File: src/rtl/sequential_sobel_xy.sv
// sequential_sobel_xy: per-column systolic Sobel element.
// Vertical smooth/diff per column, Gx/Gy across neighbours, selectable result.
module sequential_sobel_xy #(
  parameter int DATA_W = 8,
  parameter int OUT_W  = DATA_W + 3
) (
  input  logic              clk,
  input  logic              rst,
  input  logic              in_valid,
  input  logic              in_sof,
  input  logic [DATA_W-1:0] current_in,
  input  logic [1:0]        mode,
  input  logic [OUT_W-1:0]  threshold,
  input  logic [DATA_W+1:0] left_smooth,
  input  logic [DATA_W+1:0] right_smooth,
  input  logic [DATA_W:0]   left_diff,
  input  logic [DATA_W:0]   right_diff,
  output logic [DATA_W+1:0] current_smooth,
  output logic [DATA_W:0]   current_diff,
  output logic              int_valid,
  output logic [OUT_W-1:0]  sobel_out,
  output logic              out_valid
);

  localparam int SW = DATA_W + 2;
  localparam int GW = DATA_W + 3;
  localparam int XW = (OUT_W > GW) ? OUT_W : GW;
  localparam logic [XW-1:0] MAXV =
    {XW{1'b1}} >> (XW - OUT_W);

  logic [DATA_W-1:0] p1, p2;
  logic [1:0]        rc;
  logic              warm;
  logic [SW-1:0]     smooth_n;
  logic [DATA_W:0]   diff_n;
  logic [GW-1:0]     gx, gy;
  logic [GW-1:0]     gx_n, gy_n;
  logic              g_valid;
  logic [SW-1:0]     ax, ay;
  logic [GW-1:0]     s;
  logic [XW-1:0]     sel;

  assign warm = in_valid & ~in_sof
              & (rc == 2'd2);

  assign smooth_n = SW'(current_in)
                  + {1'b0, p1, 1'b0}
                  + SW'(p2);
  assign diff_n = {1'b0, current_in}
                - {1'b0, p2};

  // smooth is unsigned, diff is two's complement
  assign gx_n = {1'b0, right_smooth}
              - {1'b0, left_smooth};
  assign gy_n =
      {{2{left_diff[DATA_W]}}, left_diff}
    + {current_diff[DATA_W], current_diff, 1'b0}
    + {{2{right_diff[DATA_W]}}, right_diff};

  assign ax = gx[GW-1] ? SW'(-gx) : SW'(gx);
  assign ay = gy[GW-1] ? SW'(-gy) : SW'(gy);
  assign s  = {1'b0, ax} + {1'b0, ay};

  always_comb begin
    sel = '0;
    unique case (mode)
      2'd0: sel = XW'(ax);
      2'd1: sel = XW'(ay);
      2'd2: sel = XW'(s);
      2'd3: sel = (XW'(s) >= XW'(threshold))
                ? MAXV : '0;
      default: sel = '0;
    endcase
  end

  always_ff @(posedge clk) begin
    if (rst) begin
      p1             <= '0;
      p2             <= '0;
      rc             <= '0;
      current_smooth <= '0;
      current_diff   <= '0;
      int_valid      <= 1'b0;
      gx             <= '0;
      gy             <= '0;
      g_valid        <= 1'b0;
      sobel_out      <= '0;
      out_valid      <= 1'b0;
    end else begin
      if (in_valid) begin
        p1             <= current_in;
        p2             <= p1;
        current_smooth <= smooth_n;
        current_diff   <= diff_n;
        if (in_sof)
          rc <= 2'd1;
        else if (rc != 2'd2)
          rc <= rc + 2'd1;
      end
      int_valid <= warm;
      if (int_valid) begin
        gx <= gx_n;
        gy <= gy_n;
      end
      g_valid <= int_valid;
      if (g_valid)
        sobel_out <= (sel > MAXV)
                   ? MAXV[OUT_W-1:0]
                   : sel[OUT_W-1:0];
      out_valid <= g_valid;
    end
  end

endmodule

File: config.mk
export PLATFORM = sky130hd
export DESIGN_NAME = sequential_sobel_xy
export DESIGN_NICKNAME = d
export VERILOG_FILES = /design/src/rtl/sequential_sobel_xy.sv
export SDC_FILE = /design/constraint.sdc
export NUM_CORES = 1
export LEC_CHECK = 0
export ABC_AREA = 1
export CORE_MARGIN = 2
export CORE_UTILIZATION = 55
export CTS_CLUSTER_DIAMETER = 30
export DETAILED_ROUTE_END_ITERATION = 6
export PLACE_DENSITY = 0.82
export SLEW_MARGIN = 20
export SYNTH_ARGS = -nofsm -noshare
export SYNTH_HDL_FRONTEND = slang
export SYNTH_SLANG_ARGS = --single-unit
File: constraint.sdc
create_clock -name clk -period 4.02 [get_ports clk]
set_clock_uncertainty 0.05 [all_clocks]
set_input_delay 0.804 -clock clk [delete_from_list [all_inputs] [get_ports clk]]
set_output_delay 0.804 -clock clk [all_outputs]
set_load 0.01 [all_outputs]
### Routing congestion map, run 1

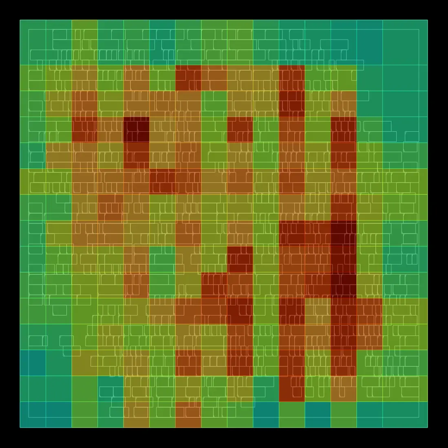
met2 usage: 0.432
fin util: 0.682

### The metal 2 layer, run 1

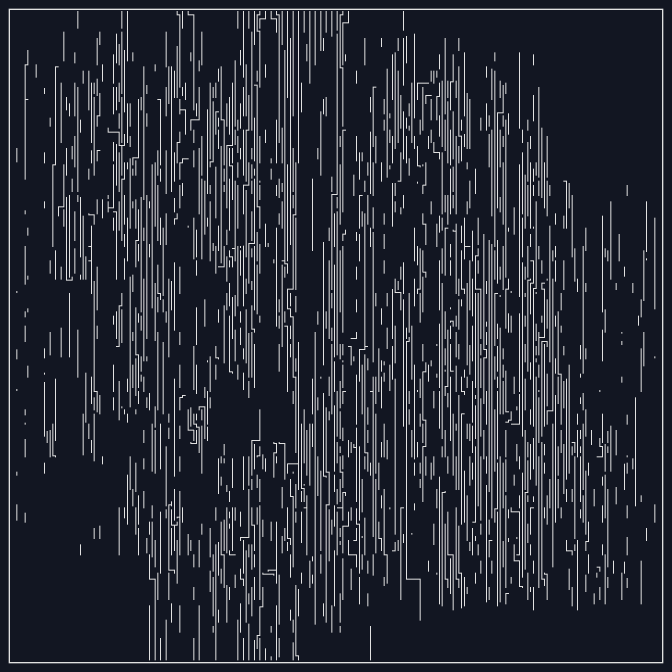
wire length on this layer: 6900 µm
nets with wire on the layer: 871
longest straight run: 48.6 µm
main direction: vertical
Vias: 5680
DRT Wirelength: 14.3 mm

==> GITHUB_STEP_SUMMARY, run 1 <==
## Synthesis and layout report

| Metric | Value |
|---|---|
| Status | `complete, no violations` |
| Setup ws final | `0.258 ns` |
| Reg-to-reg slack, setup | `0.26 ns` |
| DR vias/cell | `5.21` |
| Cells after DPL | `about 1100` |
| Cell type with the largest total area | `dfxtp_1` |
| Power Combinational | `677 µW` |
| Final #Nets | `1091` |
| CTS tree | `built` |
| Post-route minimum period | `~3.8 ns` |
| Final setup viols | `0` |
| Largest net degree at the start of global routing | `between 40 and 50` |
| Post-Syn Nets | `1008` |
| Synthesized chip area reported by yosys | `~6000 µm²` |
| Mapped Area | `6020 µm²` |
| Worst-path clk slew | `0.08 ns` |
| Highest routed layer | `met4` |
| Setup WS pre-CTS | `between 0.2 and 0.25 ns` |
| Worst-case clock buffer depth | `2` |
| Syn Inst Count | `863` |
| Main flop type | `dfxtp_1` |
| Synthesis-to-finish area growth | `21.9%` |
| Maximum vdd drop | `approximately 200 µV` |
| Max-slew headroom | `0.362` |
| Routed met2 length | `6.90 mm` |
| Initial antenna violation count | `0` |
| Placed Area | `between 7000 and 8000 µm²` |
| GRT Util Overall | `0.247` |
| Met1 Use GR | `0.309` |
| Crit-path max FO | `12` |
| Top Ports | `about 95` |
| Power share of the clock group | `0.311` |
| Power Density | `between 200 and 300 nW/µm²` |
| # fillers | `931` |
| CP Capture Point | `sobel_out[6]` |
| Chip area | `11800 µm²` |
| RePlAce Congestion | `around 0.94` |
| Least-Margin Pin Slew | `around 0.96 ns` |
| Total of max-cap violations | `0` |
| Xor/xnor share | `0.0559` |
| Net Sw Power | `~700 µW` |
| Max-area cell share | `0.240` |
| FP Rows | `38` |
| # Cells Yosys | `between 800 and 900` |
| Switching Share | `0.332` |
| Layout cells sized above 1 | `0.0810` |
| Critical-path cell list | `o21ai_1, xor2_1, ha_1, nand2_1, nand2_1, a21oi_1, nand2_1, nand2_1, a21oi_1, or2_2, ha_1, nand2_1, inv_2, a21oi_1, nand3_1, nor2_2, nor2_4, nor2_4, nand3_1, nand2_1, a21oi_1` |
| Setup total negative slack | `0 ns` |
| Fmax | `0.266 GHz` |
| Die span in y | `109 µm` |
| First-pass GRT wire length | `23.2 mm` |
| Most used cell, CP | `nand2_1` |
| Crit end category | `flop` |
| Reg2Reg Depth | `21` |
| Clock group | `659 µW` |
| Fin Hold WS | `0.428 ns` |
| Power, Total | `2.12 mW` |
| CP delay by family, top | `simple AND/OR/NAND/NOR gates` |
| Fa+ha+maj area frac | `0.197` |
| Hold-fix buffers at CTS | `0` |
| Instance count on the critical path | `21` |
| Cell area leaders | `dfxtp_1 24%, ha_1 13%, nand2_1 10%, inv_1 8.8%, fa_1 7.0%` |
| Post-detailed-route count of antenna-violating nets | `0` |
| GR Util met3 | `0.0380` |
| WP data required | `about 4.2 ns` |
| Gate power share | `0.320` |
| Reg2reg start | `gy[10]` |
| WL met3 | `595 µm` |
| Power Sequential | `780 µW` |
| Die Wd | `approximately 110 µm` |
| Worst r2r dst | `sobel_out[6]` |
| CP max-delay cell | `dfxtp_1` |
| Average size of a mapped cell | `about 7 µm²` |
| Final Max Tran Viols | `0` |
| Post CTS Setup Buffer Count | `0` |
| Cts repair resizes | `0` |
| Htree depth | `3` |
| Ys Warns | `0` |
| CTS Buf Count | `9` |
| Int Pwr | `1.41 mW` |
| GR peak layer | `met2` |
| Flops after synth | `72` |
| Simple logic cell fraction of the synthesized area | `0.235` |
| Routed WL per cell | `13.1 µm` |
| Ao+oa area frac | `0.161` |
| PortBufs | `94` |
| Hpwl dp | `between 10 and 15 mm` |
| CP startpoint kind | `flop` |
| Most frequent cells after synthesis | `165 x nand2_1, 141 x inv_1, 72 x dfxtp_1` |
| Biggest regs | `gx: 11 flops, gy: 11 flops, sobel_out: 11 flops` |
| DRT iter0 DRCs | `~280` |
| Final design instance area without fill | `7330 µm²` |
| Vias in the first global route | `a little over 5000` |
| Top cells excl fill/tap | `164 x nand2_1, 141 x inv_1, 94 x clkdlybuf4s50_1, 71 x dfxtp_1, 70 x nor2_1` |
| Largest stage delay, worst path | `0.57 ns` |
| Top comb family, area | `simple AND/OR/NAND/NOR gates` |
| Ys async rst share | `0` |
| Max power group | `registers` |
| Buffer and inverter count on the worst path | `1` |
| MUX area fraction | `0` |
| Library cells used by synthesis | `~44` |
| Crit path launch | `gy[10]` |
| Hold Crit Class | `flop to flop` |
| Top-count cell post-synth | `nand2_1` |
| Clk_lat worst skew | `around 0.36 ns` |
| Remaining DRCs | `0` |
| EDFF count, synth | `0` |
| Seq pwr share | `0.369` |
| Final hold vios | `0` |
| Area of the core | `~11000 µm²` |
| Synth Seq Share | `0.240` |
| P_leak | `3.68 nW` |
| GR Overflow Total | `0` |
| Final Cycle Share | `0.936` |
| Tool warnings | `27` |
| Ant. Diodes | `0` |
| CTS Sinks | `just over 70` |
| Crit Path Class | `flop to flop` |
| Core Util at FP | `0.560` |
| CTS root buffer | `clkbuf_8` |
| TritonRoute pass-1 iters | `4` |
| Critical Path AT | `3.94 ns` |
| Met1 WL | `6.47 mm` |
### Metal layers overlaid, run 1

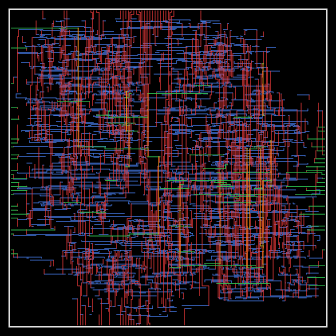
| color | layer | wire length |
|---|---|---|
| green | metal 3 | 596 µm |
| blue | metal 1 | 6470 µm |
| red | metal 2 | 6900 µm |
| orange | metal 4 | 341 µm |

### Selected gate families, run 1

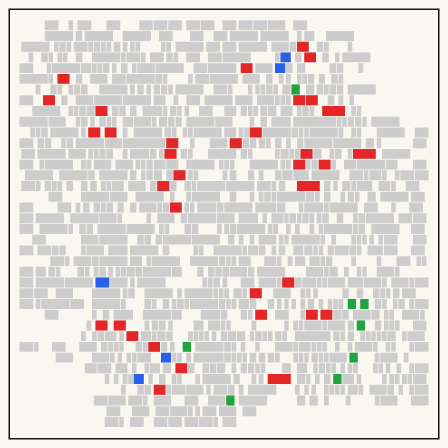
| color | family | cells |
|---|---|---|
| red | xor and xnor cells | 35 |
| blue | non-inverting ao/oa cells | 5 |
| green | and/or cells | 8 |
filler-free cell count of the finished design: 1091
Comb area share: 0.540
Top cell excl fill/tap: nand2_1

==> run 1: layout make-up <==
type	count	area, µm²	area share
Clock inverter	7	103	0.0140
Sequential cell	72	1440	0.197
Multi-Input combinational cell	617	3960	0.540
Tap cell	140	175	0.0239
Clock buffer	9	124	0.0169
Timing Repair Buffer	98	971	0.132
Inverter	148	556	0.0758
==> run 1: worst min path at each step <==
stage                       from            to  slack [ns]  cells after the start
floorplan                  rc[0]         rc[0]        0.38                      1
CTS                 sobel_out[1]  sobel_out[1]        0.42                      2
global route               rc[0]         rc[0]        0.45                      1
finish              sobel_out[5]  sobel_out[5]        0.43                      2
detailed placement  sobel_out[1]  sobel_out[1]        0.41                      2
global placement           rc[0]         rc[0]        0.40                      1
### Placement density heat map, run 1

The die is cut into 11 by 11 equal tiles; white is low, dark blue is high, 0 to 100% covered.
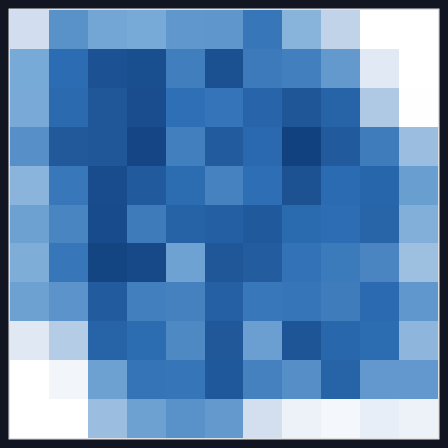

## Run 2: what changed since run 1
--- a/config.mk
+++ b/config.mk
@@ -6,7 +6,6 @@
 export NUM_CORES = 1
 export LEC_CHECK = 0
 export ABC_AREA = 1
-export CORE_MARGIN = 2
 export CORE_UTILIZATION = 55
 export CTS_CLUSTER_DIAMETER = 30
 export DETAILED_ROUTE_END_ITERATION = 6
==> constraint.sdc (replaced) <==
create_clock -name clk -period 4.02 [get_ports clk]
set_clock_uncertainty 0.05 [all_clocks]
set_input_delay 0.603 -clock clk [delete_from_list [all_inputs] [get_ports clk]]
set_output_delay 0.603 -clock clk [all_outputs]
set_load 0.01 [all_outputs]
### Placement density heat map, run 2

The die is cut into 11 by 11 equal tiles; white is low, dark blue is high, 0 to 100% covered.
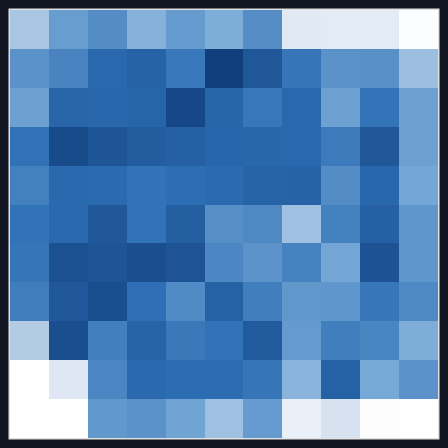
tiles over 75% full: 36%
mean over tiles: 63%
nearly empty tiles: 5.0%

==> run 2 against run 1 <==
Synthesized area is the same. Sequential power hardly changed. Maximum frequency decreased by 0.15%. Cell area is 0.55% lower. Synthesized cell count is the same. Via count fell by 0.62%. Die area shrank 3.6%. Core utilization grew 1.5 points. Clock power is 0.8% lower. Worst hold slack got worse by 0.0056 ns. Critical endpoint unchanged. Largest cell class unchanged.
==> GITHUB_STEP_SUMMARY, run 2 <==
## Synthesis and layout report

| Metric | Value |
|---|---|
| DRT Wirelength | `14.6 mm (was 14.3 mm)` |
| Reg2Reg Depth | `26 (was 21)` |
| GR Util met3 | `0.0322 (was 0.0380)` |
| WP data required | `4.19 ns (was 4.20 ns)` |
| # Cells Yosys | `863 (unchanged)` |
| Setup total negative slack | `0 ns (unchanged)` |
| FP Rows | `37 (was 38)` |
| Synth Seq Share | `0.240 (unchanged)` |
| CP delay by family, top | `simple AND/OR/NAND/NOR gates (unchanged)` |
| Flip-flop and latch count | `72 (unchanged)` |
| Register share of the cell area | `0.198 (was 0.197)` |
| CTS tree | `built (unchanged)` |
| CP startpoint kind | `flop (unchanged)` |
| TritonRoute pass-1 iters | `7 (was 4)` |
| Vias | `5645 (was 5680)` |
| Area of the core | `10500 µm² (was 10700 µm²)` |
| Worst r2r dst | `sobel_out[6] (unchanged)` |
| Hold path depth | `2 (unchanged)` |
| Clk_lat worst skew | `0.36 ns (about the same)` |
| Status | `complete, no violations (unchanged)` |
| Syn Inst Count | `863 (unchanged)` |
| P_leak | `3.66 nW (was 3.68 nW)` |
| Hpwl dp | `11.5 mm (was 11.3 mm)` |
| Hold Path Origin | `sobel_out[7] (was sobel_out[5])` |
| Fin Hold WS | `0.423 ns (was 0.428 ns)` |
| Cells after DPL | `1068 (was 1073)` |
| Cell area leaders | `dfxtp_1 24%, ha_1 13%, nand2_1 10%, inv_1 8.8%, fa_1 7.0% (unchanged)` |
| Net Sw Power | `703 µW (about the same)` |
| DR vias/cell | `5.20 (was 5.21)` |
| Power Density | `290 nW/µm² (was 289 nW/µm²)` |
| Initial antenna violation count | `0 (unchanged)` |
| Instance count on the critical path | `26 (was 21)` |
| Die span in y | `107 µm (was 109 µm)` |
| Gate Area | `3940 µm² (was 3960 µm²)` |
| Setup WS pre-CTS | `0.272 ns (was 0.206 ns)` |
| Reg-to-reg slack, setup | `0.25 ns (was 0.26 ns)` |
| Reg2reg start | `gy[0] (was gy[10])` |
| Final hold vios | `0 (unchanged)` |
| Htree depth | `3 (unchanged)` |
| Hold Crit Class | `flop to flop (unchanged)` |
| Tapcells | `136 (was 140)` |
| Reg area | `1440 µm² (unchanged)` |
| RePlAce Congestion | `0.917 (was 0.943)` |
| Critical Path AT | `3.94 ns (about the same)` |
| Least-Margin Pin Slew | `0.958 ns (was 0.956 ns)` |
| Placed Area | `7030 µm² (was 7040 µm²)` |
| Max power group | `registers (unchanged)` |
| Clock buffer count | `10 (was 9)` |
| GR Overflow Total | `0 (unchanged)` |
| Most used cell, CP | `nand2_1 (unchanged)` |
| Power Combinational | `678 µW (was 677 µW)` |
| Number of non-clock inverters | `148 (unchanged)` |
| Final design instance area without fill | `7290 µm² (was 7330 µm²)` |
| Max-slew headroom | `0.361 (was 0.362)` |
| Switching Share | `0.333 (was 0.332)` |
| Comb gates | `617 (unchanged)` |
| Total of max-cap violations | `0 (unchanged)` |
| CP Capture Point | `sobel_out[6] (unchanged)` |
| Ant. Diodes | `0 (unchanged)` |
| Crit-path max FO | `6 (was 12)` |
| Most frequent cells after synthesis | `165 x nand2_1, 141 x inv_1, 72 x dfxtp_1 (unchanged)` |
| Final Max Tran Viols | `0 (unchanged)` |
| CTS Buf Count | `9 (unchanged)` |
| Tool warnings | `27 (unchanged)` |
| Worst-case clock buffer depth | `2 (unchanged)` |
| Gate power share | `0.321 (was 0.320)` |
| Power, Total | `2.11 mW (was 2.12 mW)` |
| Clock network area share | `0.0300 (was 0.0309)` |
| EDFF count, synth | `0 (unchanged)` |
| Data buffer area share | `0.132 (about the same)` |
| Synthesized chip area reported by yosys | `6020 µm² (unchanged)` |
| Fmax | `0.265 GHz (was 0.266 GHz)` |
| Top cells excl fill/tap | `165 x nand2_1, 141 x inv_1, 94 x clkdlybuf4s50_1, 71 x dfxtp_1, 70 x nor2_1 (was 164 x nand2_1, 141 x inv_1, 94 x clkdlybuf4s50_1, 71 x dfxtp_1, 70 x nor2_1)` |
## run 2: cell counts after synthesis
Identical to the previous run, type by type.
## run 2: logic make-up (layout without fill, tap and decap cells)
| logic type | after synthesis | in the layout | synth area share |
|---|---|---|---|
| DFF | 72 | 72 | 0.240 |
| adders and majority gates | 82 | 82 | 0.197 |
| and+or+nand+nor | 325 | 326 | 0.235 |
| AOI/OAI and AO/OA | 174 | 174 | 0.161 |
| xor gates and xnor gates | 35 | 35 | 0.0559 |
| buffers and inverters | 175 | 261 | 0.111 |
## run 2: what timing repair did
item,in CTS,in global routing
setup endpoints to repair,0,11
setup buffers,0,1
gates resized,0,9
## run 2: routing by layer
layer  part of all wire  wire length (µm)
met1               0.43              6290
met2               0.50              7270
met3              0.035               511
met4              0.035               504
met5                  0                 0
### Routing congestion map, run 2

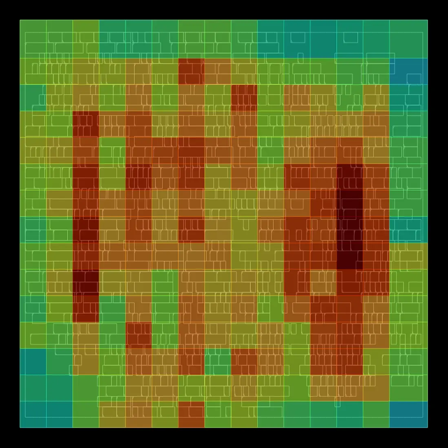

## Run 3: what changed since run 2
--- a/config.mk
+++ b/config.mk
@@ -6,6 +6,7 @@
 export NUM_CORES = 1
 export LEC_CHECK = 0
 export ABC_AREA = 1
+export CORE_ASPECT_RATIO = 0.75
 export CORE_UTILIZATION = 55
 export CTS_CLUSTER_DIAMETER = 30
 export DETAILED_ROUTE_END_ITERATION = 6
### Routing congestion map, run 3

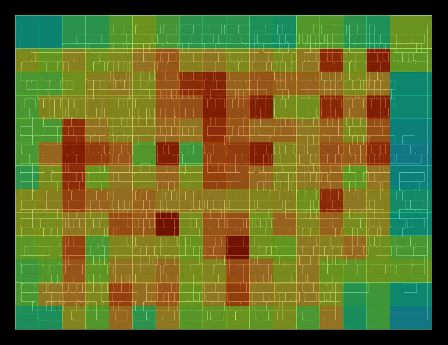
GRT Util Overall: 0.282
met2 usage: 0.426
GR Util met3: 0.0603

==> run 3 against run 2 <==
Routed wire length is 6.0% higher. First-iteration DRC count rose by 85%. Critical path depth decreased by 5. Count of clock-buffer cells in the layout unchanged. Clock power increased by 28%. Register-to-register slack worse by 0.06 ns. Via count is 2.1% higher. Cell area increased by 1.9%. Non-clock buffer count grew 2. Setup slack got worse by 0.063 ns. Worst hold slack got worse by 0.0024 ns. Critical path type unchanged.
==> GITHUB_STEP_SUMMARY, run 3 <==
## Synthesis and layout report

| Metric | Value |
|---|---|
| Post-Syn Nets | `1008 (unchanged)` |
| Gate power share | `0.295 (was 0.321)` |
| Ant. Diodes | `0 (unchanged)` |
| Final Cycle Share | `0.953 (was 0.937)` |
| Maximum vdd drop | `198 µV (was 203 µV)` |
| Tool warnings | `27 (unchanged)` |
| EDFF count, synth | `0 (unchanged)` |
| Crit end category | `flop (unchanged)` |
| # Cells Yosys | `863 (unchanged)` |
| Final #Nets | `1092 (was 1090)` |
| Fmax | `0.261 GHz (was 0.265 GHz)` |
| Setup ws final | `0.189 ns (was 0.252 ns)` |
| Crit path launch | `gy[10] (was gy[0])` |
| Largest stage delay, worst path | `0.58 ns (was 0.39 ns)` |
| Post-detailed-route count of antenna-violating nets | `0 (unchanged)` |
| Net Sw Power | `738 µW (was 703 µW)` |
| Reg-to-reg slack, setup | `0.19 ns (was 0.25 ns)` |
| CTS tree | `built (unchanged)` |
| WL met3 | `1.28 mm (was 511 µm)` |
| Filler-free cell count of the finished design | `1088 (was 1086)` |
| CP Capture Point | `sobel_out[8] (was sobel_out[6])` |
| Top comb family, area | `simple AND/OR/NAND/NOR gates (unchanged)` |
| Die Wd | `123 µm (was 107 µm)` |
| Least-Margin Pin Slew | `1.02 ns (was 0.958 ns)` |
| Main flop type | `dfxtp_1 (unchanged)` |
| Highest routed layer | `met4 (unchanged)` |
| Crit-path max FO | `12 (was 6)` |
| GR Overflow Total | `0 (unchanged)` |
| Power Sequential | `783 µW (was 780 µW)` |
| Power, Total | `2.30 mW (was 2.11 mW)` |
| WP data required | `4.18 ns (was 4.19 ns)` |
| Synthesized chip area reported by yosys | `6020 µm² (unchanged)` |
| GR peak layer | `met2 (unchanged)` |
| RePlAce Congestion | `0.955 (was 0.917)` |
| Worst-path clk slew | `0.06 ns (was 0.09 ns)` |
| Post-route minimum period | `3.83 ns (was 3.77 ns)` |
| Top cell excl fill/tap | `nand2_1 (unchanged)` |
| Fa+ha+maj area frac | `0.197 (unchanged)` |
| CTS Sinks | `72 (unchanged)` |
| Routed met2 length | `6.54 mm (was 7.27 mm)` |
| Cell area leaders | `dfxtp_1 24%, ha_1 13%, nand2_1 10%, inv_1 8.8%, fa_1 7.0% (unchanged)` |
| DRT iter0 DRCs | `399 (was 216)` |
| Hold-fix buffers at CTS | `0 (unchanged)` |
| Mapped Area | `6020 µm² (unchanged)` |
| Setup total negative slack | `0 ns (unchanged)` |
| Int Pwr | `1.56 mW (was 1.41 mW)` |
| Final hold vios | `0 (unchanged)` |
| Total of max-cap violations | `0 (unchanged)` |
| Top cells excl fill/tap | `162 x nand2_1, 141 x inv_1, 94 x clkdlybuf4s50_1, 71 x dfxtp_1, 70 x nor2_1 (was 165 x nand2_1, 141 x inv_1, 94 x clkdlybuf4s50_1, 71 x dfxtp_1, 70 x nor2_1)` |
| Worst-case clock buffer depth | `2 (unchanged)` |
| Largest net degree at the start of global routing | `42 (was 43)` |
| Reg2Reg Depth | `21 (was 26)` |
| Htree depth | `3 (unchanged)` |
| Ys async rst share | `0 (unchanged)` |
| Final Max Tran Viols | `0 (unchanged)` |
| TritonRoute pass-1 iters | `5 (was 7)` |
| Ao+oa area frac | `0.161 (unchanged)` |
| Flops after synth | `72 (unchanged)` |
| Average size of a mapped cell | `6.97 µm² (unchanged)` |
| CTS root buffer | `clkbuf_16 (was clkbuf_8)` |
| Initial antenna violation count | `0 (unchanged)` |
| Buffer and inverter count on the worst path | `1 (was 3)` |
| Synthesis-to-finish area growth | `23.5% (was 21.2%)` |
| Vias | `5765 (was 5645)` |
| Most used cell, CP | `nand2_1 (unchanged)` |
| Core Util at FP | `0.576 (was 0.575)` |
| First-pass GRT wire length | `24.9 mm (was 24.3 mm)` |
| Hpwl dp | `11.9 mm (was 11.5 mm)` |
| Critical Path AT | `3.99 ns (was 3.94 ns)` |
| Placed Area | `7040 µm² (was 7030 µm²)` |
| Synth Seq Share | `0.240 (unchanged)` |
| Final setup viols | `0 (unchanged)` |
| Power Combinational | `678 µW (about the same)` |
| Final design instance area without fill | `7430 µm² (was 7290 µm²)` |
| DRT Wirelength | `15.4 mm (was 14.6 mm)` |
| Power Density | `309 nW/µm² (was 290 nW/µm²)` |
| Area of the core | `10500 µm² (about the same)` |
| Cell type with the largest total area | `dfxtp_1 (unchanged)` |
| DR vias/cell | `5.30 (was 5.20)` |
| Met1 Use GR | `0.405 (was 0.331)` |
| CTS Buf Count | `9 (unchanged)` |
| Hold Crit Class | `flop to flop (unchanged)` |
| Reg2reg start | `gy[10] (was gy[0])` |
| CP max-delay cell | `dfxtp_1 (unchanged)` |
| Remaining DRCs | `0 (unchanged)` |
| Biggest regs | `gx: 11 flops, gy: 11 flops, sobel_out: 11 flops (unchanged)` |
| Routed WL per cell | `14.2 µm (was 13.4 µm)` |
| Top Ports | `95 (unchanged)` |
| Critical-path cell list | `o21ai_1, xor2_1, ha_1, nand2_1, nand2_1, a21oi_1, nand2_1, nand2_1, a21oi_1, or2_2, ha_1, nand2_1, inv_2, a21oi_1, nand3_1, nor2_2, nor2_4, nor2_4, nand3_1, nand2_1, a21oi_2` |
| Chip area | `11400 µm² (about the same)` |
| CP delay by family, top | `simple AND/OR/NAND/NOR gates (unchanged)` |
| Fin Hold WS | `0.420 ns (was 0.423 ns)` |
| Ys Warns | `0 (unchanged)` |
| Met1 WL | `7.47 mm (was 6.29 mm)` |
| Cells after DPL | `1070 (was 1068)` |
| Status | `complete, no violations (unchanged)` |
| P_leak | `3.72 nW (was 3.66 nW)` |
| Setup WS pre-CTS | `0.245 ns (was 0.272 ns)` |
| Clk_lat worst skew | `0.34 ns (was 0.36 ns)` |
| Instance count on the critical path | `21 (was 26)` |
| Library cells used by synthesis | `44 (unchanged)` |
| Switching Share | `0.322 (was 0.333)` |
| Max-area cell share | `0.240 (unchanged)` |
| Xor/xnor share | `0.0559 (unchanged)` |
| PortBufs | `94 (unchanged)` |
| Fin util | `0.711 (was 0.697)` |
| MUX area fraction | `0 (unchanged)` |
| Max-slew headroom | `0.321 (was 0.361)` |
| Max power group | `the clock network (was registers)` |
| Crit Path Class | `flop to flop (unchanged)` |
| Power share of the clock group | `0.364 (was 0.310)` |
| CP startpoint kind | `flop (unchanged)` |
| FP Rows | `32 (was 37)` |
| Top-count cell post-synth | `nand2_1 (unchanged)` |
| Die span in y | `92.6 µm (was 107 µm)` |
| Syn Inst Count | `863 (unchanged)` |
| Worst r2r dst | `sobel_out[8] (was sobel_out[6])` |
| Layout cells sized above 1 | `0.0819 (was 0.0747)` |
| Clock group | `835 µW (was 654 µW)` |
| Seq pwr share | `0.341 (was 0.369)` |
| Vias in the first global route | `5253 (was 5197)` |
| Simple logic cell fraction of the synthesized area | `0.235 (unchanged)` |
| Most frequent cells after synthesis | `165 x nand2_1, 141 x inv_1, 72 x dfxtp_1 (unchanged)` |
## run 3: timing repair
action | CTS | global route
setup buffers | 0 | 1
setup endpoints to repair | 0 | 11
gates resized | 0 | 13
## run 3: area by class of cell
type	count	area (µm²)
Multi-Input combinational cell	617	3970
Fill cell	841	3020
Sequential cell	72	1440
Timing Repair Buffer	99	978
Inverter	148	556
Clock buffer	10	239
Tap cell	136	170
Clock inverter	6	67.6
## run 3: worst min-delay path by stage
stage	start	to	depth (start not counted)
final	sobel_out[1]	sobel_out[1]	2
after global routing	sobel_out[1]	sobel_out[1]	2
after CTS	rc[0]	rc[0]	1
after detailed placement	sobel_out[4]	sobel_out[4]	2
after global placement	rc[0]	rc[0]	1
after floorplan	rc[0]	rc[0]	1
Power is estimated from default activity; no workload was simulated.
